$ cat src/rtl/pic_exec_ctrl.sv
`default_nettype none
// ============================================================================
//  Module   : pic_exec_ctrl
//  Purpose  : PIC16F instruction-cycle controller. Sequences Q1..Q4, holds
//             the instruction register, decodes it into ALU controls and
//             register-file / W / PC / stack strobes, and squashes the
//             instruction fetched behind a taken skip or branch.
//  Revision : 1.0  initial release
// ============================================================================
module pic_exec_ctrl #(
    parameter int PC_W    = 11,
    parameter int FADDR_W = 7
) (
    input  logic               clk,
    input  logic               rst_n,
    input  logic               run_i,
    input  logic [13:0]        instr_i,
    input  logic               instr_valid_i,
    output logic               instr_ack_o,
    output logic [1:0]         q_phase_o,
    output logic [3:0]         alu_op_o,
    output logic               alu_d_o,
    output logic               alu_status_wr_en_o,
    output logic [2:0]         alu_b_in_o,
    output logic               alu_lit_sel_o,
    output logic [7:0]         lit_o,
    output logic [FADDR_W-1:0] f_addr_o,
    input  logic               alu_z_i,
    input  logic               alu_bit_test_res_i,
    output logic               rf_rd_en_o,
    output logic               rf_wr_en_o,
    output logic               w_wr_en_o,
    output logic               pc_load_o,
    output logic               pc_from_stack_o,
    output logic [PC_W-1:0]    pc_target_o,
    output logic               stack_push_o,
    output logic               stack_pop_o,
    output logic               illegal_o
);

    // ALU operation codes shared with the ALU
    localparam logic [3:0] OP_ZERO   = 4'd0;
    localparam logic [3:0] OP_ADD    = 4'd1;
    localparam logic [3:0] OP_SUB    = 4'd2;
    localparam logic [3:0] OP_AND    = 4'd3;
    localparam logic [3:0] OP_IOR    = 4'd4;
    localparam logic [3:0] OP_XOR    = 4'd5;
    localparam logic [3:0] OP_COM    = 4'd6;
    localparam logic [3:0] OP_DEC    = 4'd7;
    localparam logic [3:0] OP_INC    = 4'd8;
    localparam logic [3:0] OP_PASSLF = 4'd9;
    localparam logic [3:0] OP_PASSW  = 4'd10;
    localparam logic [3:0] OP_RLF    = 4'd11;
    localparam logic [3:0] OP_RRF    = 4'd12;
    localparam logic [3:0] OP_SWAP   = 4'd13;
    localparam logic [3:0] OP_BC     = 4'd14;
    localparam logic [3:0] OP_BS     = 4'd15;

    localparam logic [13:0] INSTR_NOP = 14'h0000;

    typedef enum logic [1:0] {Q1 = 2'd0, Q2 = 2'd1, Q3 = 2'd2, Q4 = 2'd3} phase_t;

    phase_t      phase_q;
    logic [13:0] ir_q;
    logic        squash_q;   // current IR is a NOP standing in for a squashed fetch
    logic        squash_d;

    // decode results
    logic [3:0] dec_op;
    logic       dec_d, dec_lit, dec_rd, dec_wf, dec_ww, dec_st;
    logic       dec_pcl, dec_fstk, dec_push, dec_pop, dec_ill;
    logic       dec_skip_z, dec_skip_bt, dec_branch;

    // Phase sequencing and IR load; async reset drops any pending Q4 at once
    always_ff @(posedge clk or negedge rst_n) begin
        if (!rst_n) begin
            phase_q  <= Q1;
            ir_q     <= INSTR_NOP;
            squash_q <= 1'b0;
        end else if (run_i) begin
            case (phase_q)
                Q1:      phase_q <= Q2;
                Q2:      phase_q <= Q3;
                Q3:      phase_q <= Q4;
                default: phase_q <= Q1;
            endcase
            if (phase_q == Q4) begin
                ir_q     <= (squash_d || !instr_valid_i) ? INSTR_NOP : instr_i;
                squash_q <= squash_d;
            end
        end
    end

    // Instruction decode, purely from the IR so it is stable for all phases
    always_comb begin
        dec_op      = OP_ZERO;
        dec_d       = 1'b0;
        dec_lit     = 1'b0;
        dec_rd      = 1'b0;
        dec_wf      = 1'b0;
        dec_ww      = 1'b0;
        dec_st      = 1'b0;
        dec_pcl     = 1'b0;
        dec_fstk    = 1'b0;
        dec_push    = 1'b0;
        dec_pop     = 1'b0;
        dec_ill     = 1'b0;
        dec_skip_z  = 1'b0;
        dec_skip_bt = 1'b0;
        dec_branch  = 1'b0;
        case (ir_q[13:12])
            2'b00: begin
                dec_d = ir_q[7];
                case (ir_q[11:8])
                    4'h0: begin
                        if (ir_q[7]) begin                 // MOVWF
                            dec_op = OP_PASSW;
                            dec_wf = 1'b1;
                        end else if (ir_q[6:0] == 7'h08) begin  // RETURN
                            dec_pcl    = 1'b1;
                            dec_fstk   = 1'b1;
                            dec_pop    = 1'b1;
                            dec_branch = 1'b1;
                        end else if (ir_q[4:0] != 5'd0) begin   // not a NOP form
                            dec_ill = 1'b1;
                        end
                    end
                    4'h1: begin                            // CLRF / CLRW
                        dec_st = 1'b1;
                        dec_wf = ir_q[7];
                        dec_ww = !ir_q[7];
                    end
                    default: begin                         // f-operand byte ops
                        dec_rd = 1'b1;
                        dec_wf = ir_q[7];
                        dec_ww = !ir_q[7];
                        dec_st = 1'b1;
                        case (ir_q[11:8])
                            4'h2:    dec_op = OP_SUB;
                            4'h3:    dec_op = OP_DEC;
                            4'h4:    dec_op = OP_IOR;
                            4'h5:    dec_op = OP_AND;
                            4'h6:    dec_op = OP_XOR;
                            4'h7:    dec_op = OP_ADD;
                            4'h8:    dec_op = OP_PASSLF;
                            4'h9:    dec_op = OP_COM;
                            4'hA:    dec_op = OP_INC;
                            4'hB: begin dec_op = OP_DEC; dec_st = 1'b0; dec_skip_z = 1'b1; end
                            4'hC:    dec_op = OP_RRF;
                            4'hD:    dec_op = OP_RLF;
                            4'hE: begin dec_op = OP_SWAP; dec_st = 1'b0; end
                            default: begin dec_op = OP_INC; dec_st = 1'b0; dec_skip_z = 1'b1; end
                        endcase
                    end
                endcase
            end
            2'b01: begin                                   // bit ops
                dec_rd = 1'b1;
                dec_op = ir_q[10] ? OP_BS : OP_BC;
                if (!ir_q[11]) begin
                    dec_d  = 1'b1;
                    dec_wf = 1'b1;
                end else begin
                    dec_skip_bt = 1'b1;
                end
            end
            2'b10: begin                                   // CALL / GOTO
                dec_pcl    = 1'b1;
                dec_push   = !ir_q[11];
                dec_branch = 1'b1;
            end
            default: begin                                 // literal ops
                dec_lit = 1'b1;
                dec_ww  = 1'b1;
                case (ir_q[11:10])
                    2'b00: dec_op = OP_PASSLF;             // MOVLW
                    2'b01: begin                           // RETLW
                        dec_op     = OP_PASSLF;
                        dec_pcl    = 1'b1;
                        dec_fstk   = 1'b1;
                        dec_pop    = 1'b1;
                        dec_branch = 1'b1;
                    end
                    2'b10: begin
                        dec_st = 1'b1;
                        case (ir_q[9:8])
                            2'b00: dec_op = OP_IOR;
                            2'b01: dec_op = OP_AND;
                            2'b10: dec_op = OP_XOR;
                            default: begin                 // 0x3Bxx is undefined
                                dec_lit = 1'b0;
                                dec_ww  = 1'b0;
                                dec_st  = 1'b0;
                                dec_ill = 1'b1;
                            end
                        endcase
                    end
                    default: begin
                        dec_st = 1'b1;
                        dec_op = ir_q[9] ? OP_ADD : OP_SUB;  // SUBLW is lit - W
                    end
                endcase
            end
        endcase
    end

    // Skip/branch decision for the instruction finishing this Q4
    always_comb begin
        squash_d = !squash_q && (dec_branch ||
                                 (dec_skip_z  && alu_z_i) ||
                                 (dec_skip_bt && alu_bit_test_res_i));
    end

    logic w_q2_en;
    logic w_q4_en;
    assign w_q2_en = run_i && (phase_q == Q2) && !squash_q;
    assign w_q4_en = run_i && (phase_q == Q4) && !squash_q;

    assign instr_ack_o        = run_i && (phase_q == Q4);
    assign q_phase_o          = phase_q;
    assign alu_op_o           = dec_op;
    assign alu_d_o            = dec_d;
    assign alu_lit_sel_o      = dec_lit;
    assign alu_b_in_o         = ir_q[9:7];
    assign lit_o              = ir_q[7:0];
    assign f_addr_o           = ir_q[FADDR_W-1:0];
    assign pc_target_o        = ir_q[PC_W-1:0];
    assign rf_rd_en_o         = w_q2_en && dec_rd;
    assign rf_wr_en_o         = w_q4_en && dec_wf;
    assign w_wr_en_o          = w_q4_en && dec_ww;
    assign alu_status_wr_en_o = w_q4_en && dec_st;
    assign pc_load_o          = w_q4_en && dec_pcl;
    assign pc_from_stack_o    = w_q4_en && dec_fstk;
    assign stack_push_o       = w_q4_en && dec_push;
    assign stack_pop_o        = w_q4_en && dec_pop;
    assign illegal_o          = w_q4_en && dec_ill;

endmodule
`default_nettype wire

$ cat config.mk
export PLATFORM = sky130hd
export DESIGN_NAME = pic_exec_ctrl
export DESIGN_NICKNAME = d
export VERILOG_FILES = /design/src/rtl/pic_exec_ctrl.sv
export SDC_FILE = /design/constraint.sdc
export NUM_CORES = 1
export LEC_CHECK = 0
export CAP_MARGIN = 10
export CORE_AREA = 10 10 84 86
export DETAILED_ROUTE_END_ITERATION = 7
export DIE_AREA = 0 0 94 96
export HOLD_SLACK_MARGIN = 0.06
export PLACE_DENSITY_LB_ADDON = 0.25
export SETUP_SLACK_MARGIN = 0.05
export SLEW_MARGIN = 20
export SYNTH_ARGS = -nofsm -noshare
export SYNTH_HDL_FRONTEND = slang
export SYNTH_SLANG_ARGS = --single-unit
$ cat constraint.sdc
create_clock -name clk -period 5 [get_ports clk]
set_input_delay 1 -clock clk [delete_from_list [all_inputs] [get_ports clk]]
set_output_delay 1 -clock clk [all_outputs]
set_load 0.02 [all_outputs]
==> Changelog: implementation, run 1 <==
### Changed

* Status: completed
* CTS root buffer: clkbuf_8
* Ys Warns at 0
* Tcrit/Tclk final at 84.9%
* Register-to-Register Path Depth at 6
* Pre-Repair DR Iteration Count at 4
* Flip-flops with a built-in enable at 0
* Sw Share at 49.9%
* Ys cells at 196
* Met3 Use GR at 1.95%
* DRC at 0
* R2R Path End: ir_q[8]
* Hold Crit Depth at 2
* Clk pin slew, worst setup/hold paths at 0.07 ns
* CP max stage cell: clkdlybuf4s50_1
* Non-clock buffers at 66
* Die Area at 0.00902 mm2
* Area Overhead vs Synth at 31.9%
* R2r startpoint: ir_q[9]
* Seq/total area at 20.7%
* Logic inverters at 9
* Initial Util at 28.8%
* Pwr Total at 1320 uW
* Register area at 425 um2
* Cell Int Power at 660 uW
* Ant diodes at 0
* Top Layout Cells: clkdlybuf4s50_1 (66), nand2_1 (35), dfrtp_1 (17), o21ai_0 (13)
* Num CTS Buffers at 3
* First-pass GRT wire length at 6990 um
* Crit path DAT at 3.24 ns
* Clk_skew at 0.00761 ns
* Combinational share of power at 68.7%
* Synth area leaders: dfrtp_1 (27%), buf_4 (14%), nand2_1 (8.4%)
* Clkbuf count at 3
* P_comb at 905 uW
* Met2 WL post-DR at 2200 um
* Worst Path Class, Setup: primary input to primary output
* Top sig layer: met4
* CTS tree: yes
* Highest-power group: combinational logic
* Routability cong. at 0.808
* Tool Warnings at 33
* Stages on the worst setup path at 5
* Post-Synth Adder-Cell Area at 7.22%
* Final setup margin at 0.755 ns
* Flops after synth at 17
* Seq pwr at 312 uW
* Gr usage total at 9.44%
### Floorplan with the power grid, run 1

Pins as bars on the die edge. Tap cells in gray.
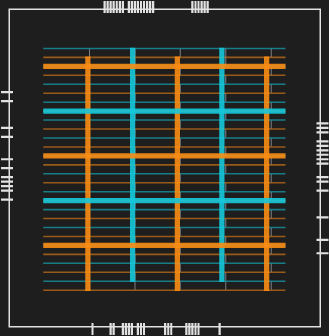
legend:
  cyan:
    net: VDD
  orange:
    net: VSS
tap cells: 72
met4 straps: 5
signal pins: 67
met5 straps: 5
met1 rails: 28
Die Y: 96 um
Max rail drop VDD: 0.000266 V
Die Wd: 94 um
core area: 0.00541 mm2

### Placed cells, one color a class, run 1

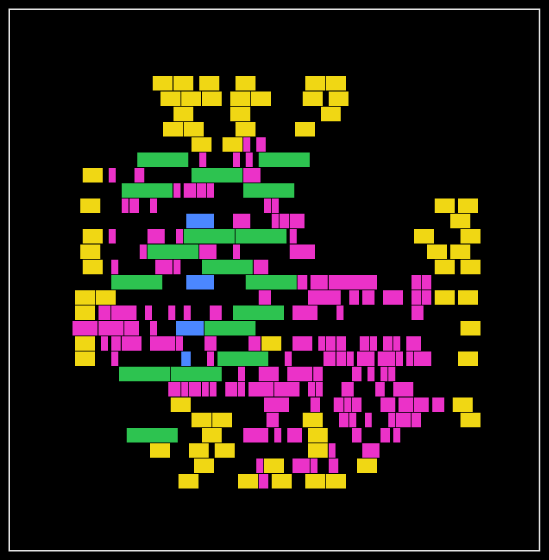
legend:
  green:
    class: registers
    cells: 17
  blue:
    class: clock drivers and dummy loads
    cells: 4
  yellow:
    class: remaining buffers and delay cells
    cells: 66
  magenta:
    class: remaining logic cells
    cells: 136
Util after Layout: 38.0%
Design Area, Final: 0.00206 mm2

### Clock wires, drivers and flops, run 1

Bar = 20 um.
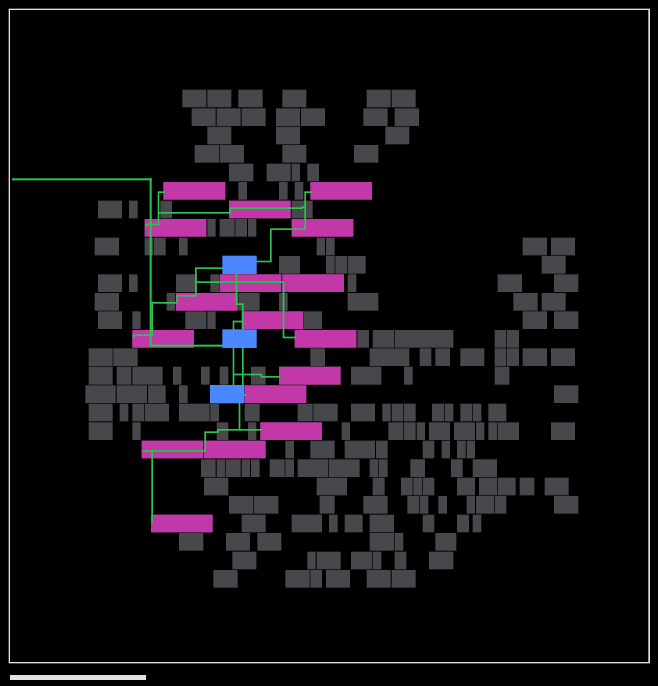
legend:
  blue:
    item: clock-net drivers
    count: 3
  magenta:
    item: flip-flops
    count: 17
  green:
    item: clock wires
    length: 242 um
flops lie: middle

### Routed metal, one color a layer, run 1

Bar = 20 um.
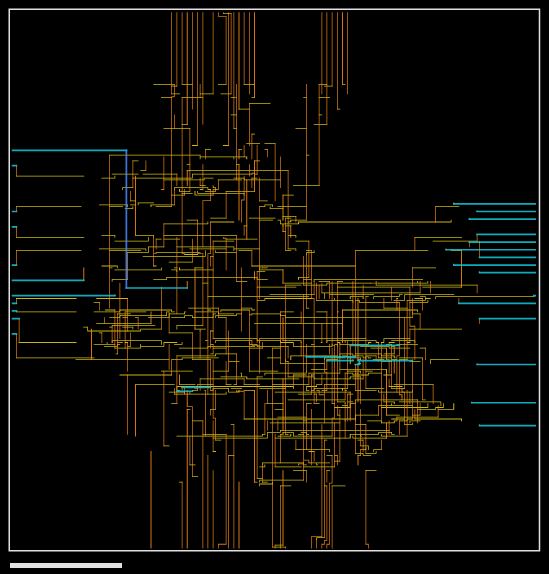

--- run 2 (diff from run 1) ---
clock period = 4 ns   (was 5 ns; I/O delays follow)
### Routed metal, one color a layer, run 2

Bar = 20 um.
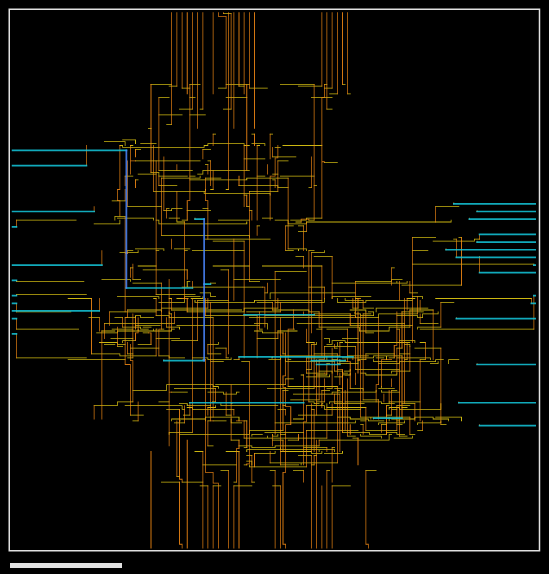
legend:
  yellow:
    layer: M1
    wire_length: 1,930 um
  orange:
    layer: M2
    wire_length: 2,160 um
  blue:
    layer: M4
    wire_length: 49.6 um
  cyan:
    layer: M3
    wire_length: 319 um

==> Changelog: implementation, run 2 <==
### Changed

* Tool Warnings at 33 (unchanged)
* Area Overhead vs Synth at 32.3%
* Met3 Use GR at 2.41% (+0.47 points)
* Design Area, Final at 0.00206 mm2 (+0.37%)
* Met2 WL post-DR at 2160 um (-1.8%)
* P_comb at 1140 uW (+26%)
* Pre-Repair DR Iteration Count at 4 (unchanged)
* Synth area leaders: dfrtp_1 (27%), buf_4 (14%), nand2_1 (8.4%)
* Tcrit/Tclk final at 89.2%
* Register area at 425 um2 (unchanged)
* Top Layout Cells: clkdlybuf4s50_1 (66), nand2_1 (35), dfrtp_1 (17), o21ai_0 (13)
* Non-clock buffers at 67 (+1.5%)
* CP max stage cell: clkdlybuf4s50_1
* Cell Int Power at 828 uW (+26%)
* Die Area at 0.00902 mm2 (unchanged)
* Stages on the worst setup path at 5 (unchanged)
* Flops after synth at 17 (unchanged)
* Top sig layer: met4
* Routability cong. at 0.827 (+2.3%)
* R2r startpoint: ir_q[9]
* Combinational share of power at 68.6% (about the same)
* Die Y at 96 um (unchanged)
* Sw Share at 50.0% (about the same)
* Seq/total area at 20.6% (-0.075 points)
* Highest-power group: combinational logic
* Initial Util at 28.8% (unchanged)
* CTS tree: yes
* Register-to-Register Path Depth at 6 (unchanged)
* Die Wd at 94 um (unchanged)
* Ys cells at 196 (unchanged)
* CTS root buffer: clkbuf_8
* Worst Path Class, Setup: primary input to primary output
* Flip-flops with a built-in enable at 0 (unchanged)
* R2R Path End: ir_q[11]
* Ys Warns at 0 (unchanged)
* Core area at 0.00541 mm2 (unchanged)
* DRC at 0 (unchanged)
* Num CTS Buffers at 3 (unchanged)
* Post-Synth Adder-Cell Area at 7.22% (unchanged)
* First-pass GRT wire length at 7130 um (+2.0%)
* Status: completed
* Clkbuf count at 3 (unchanged)
* Clk pin slew, worst setup/hold paths at 0.07 ns (about the same)
* Ant diodes at 0 (unchanged)
* Logic inverters at 9 (unchanged)
### Floorplan with the power grid, run 2

Pins as bars on the die edge. Tap cells in gray.
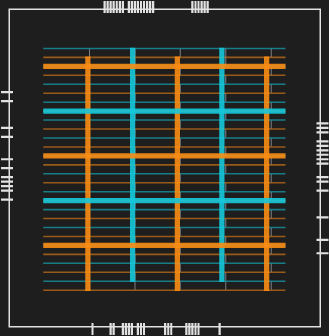
legend:
  cyan:
    net: VDD
  orange:
    net: VSS
met1 rails: 28
met4 straps: 5
signal pins: 67
rows: 27
Max rail drop VDD: 0.000345 V

Power figures rest on the tool's default switching activity, not on a simulated workload.
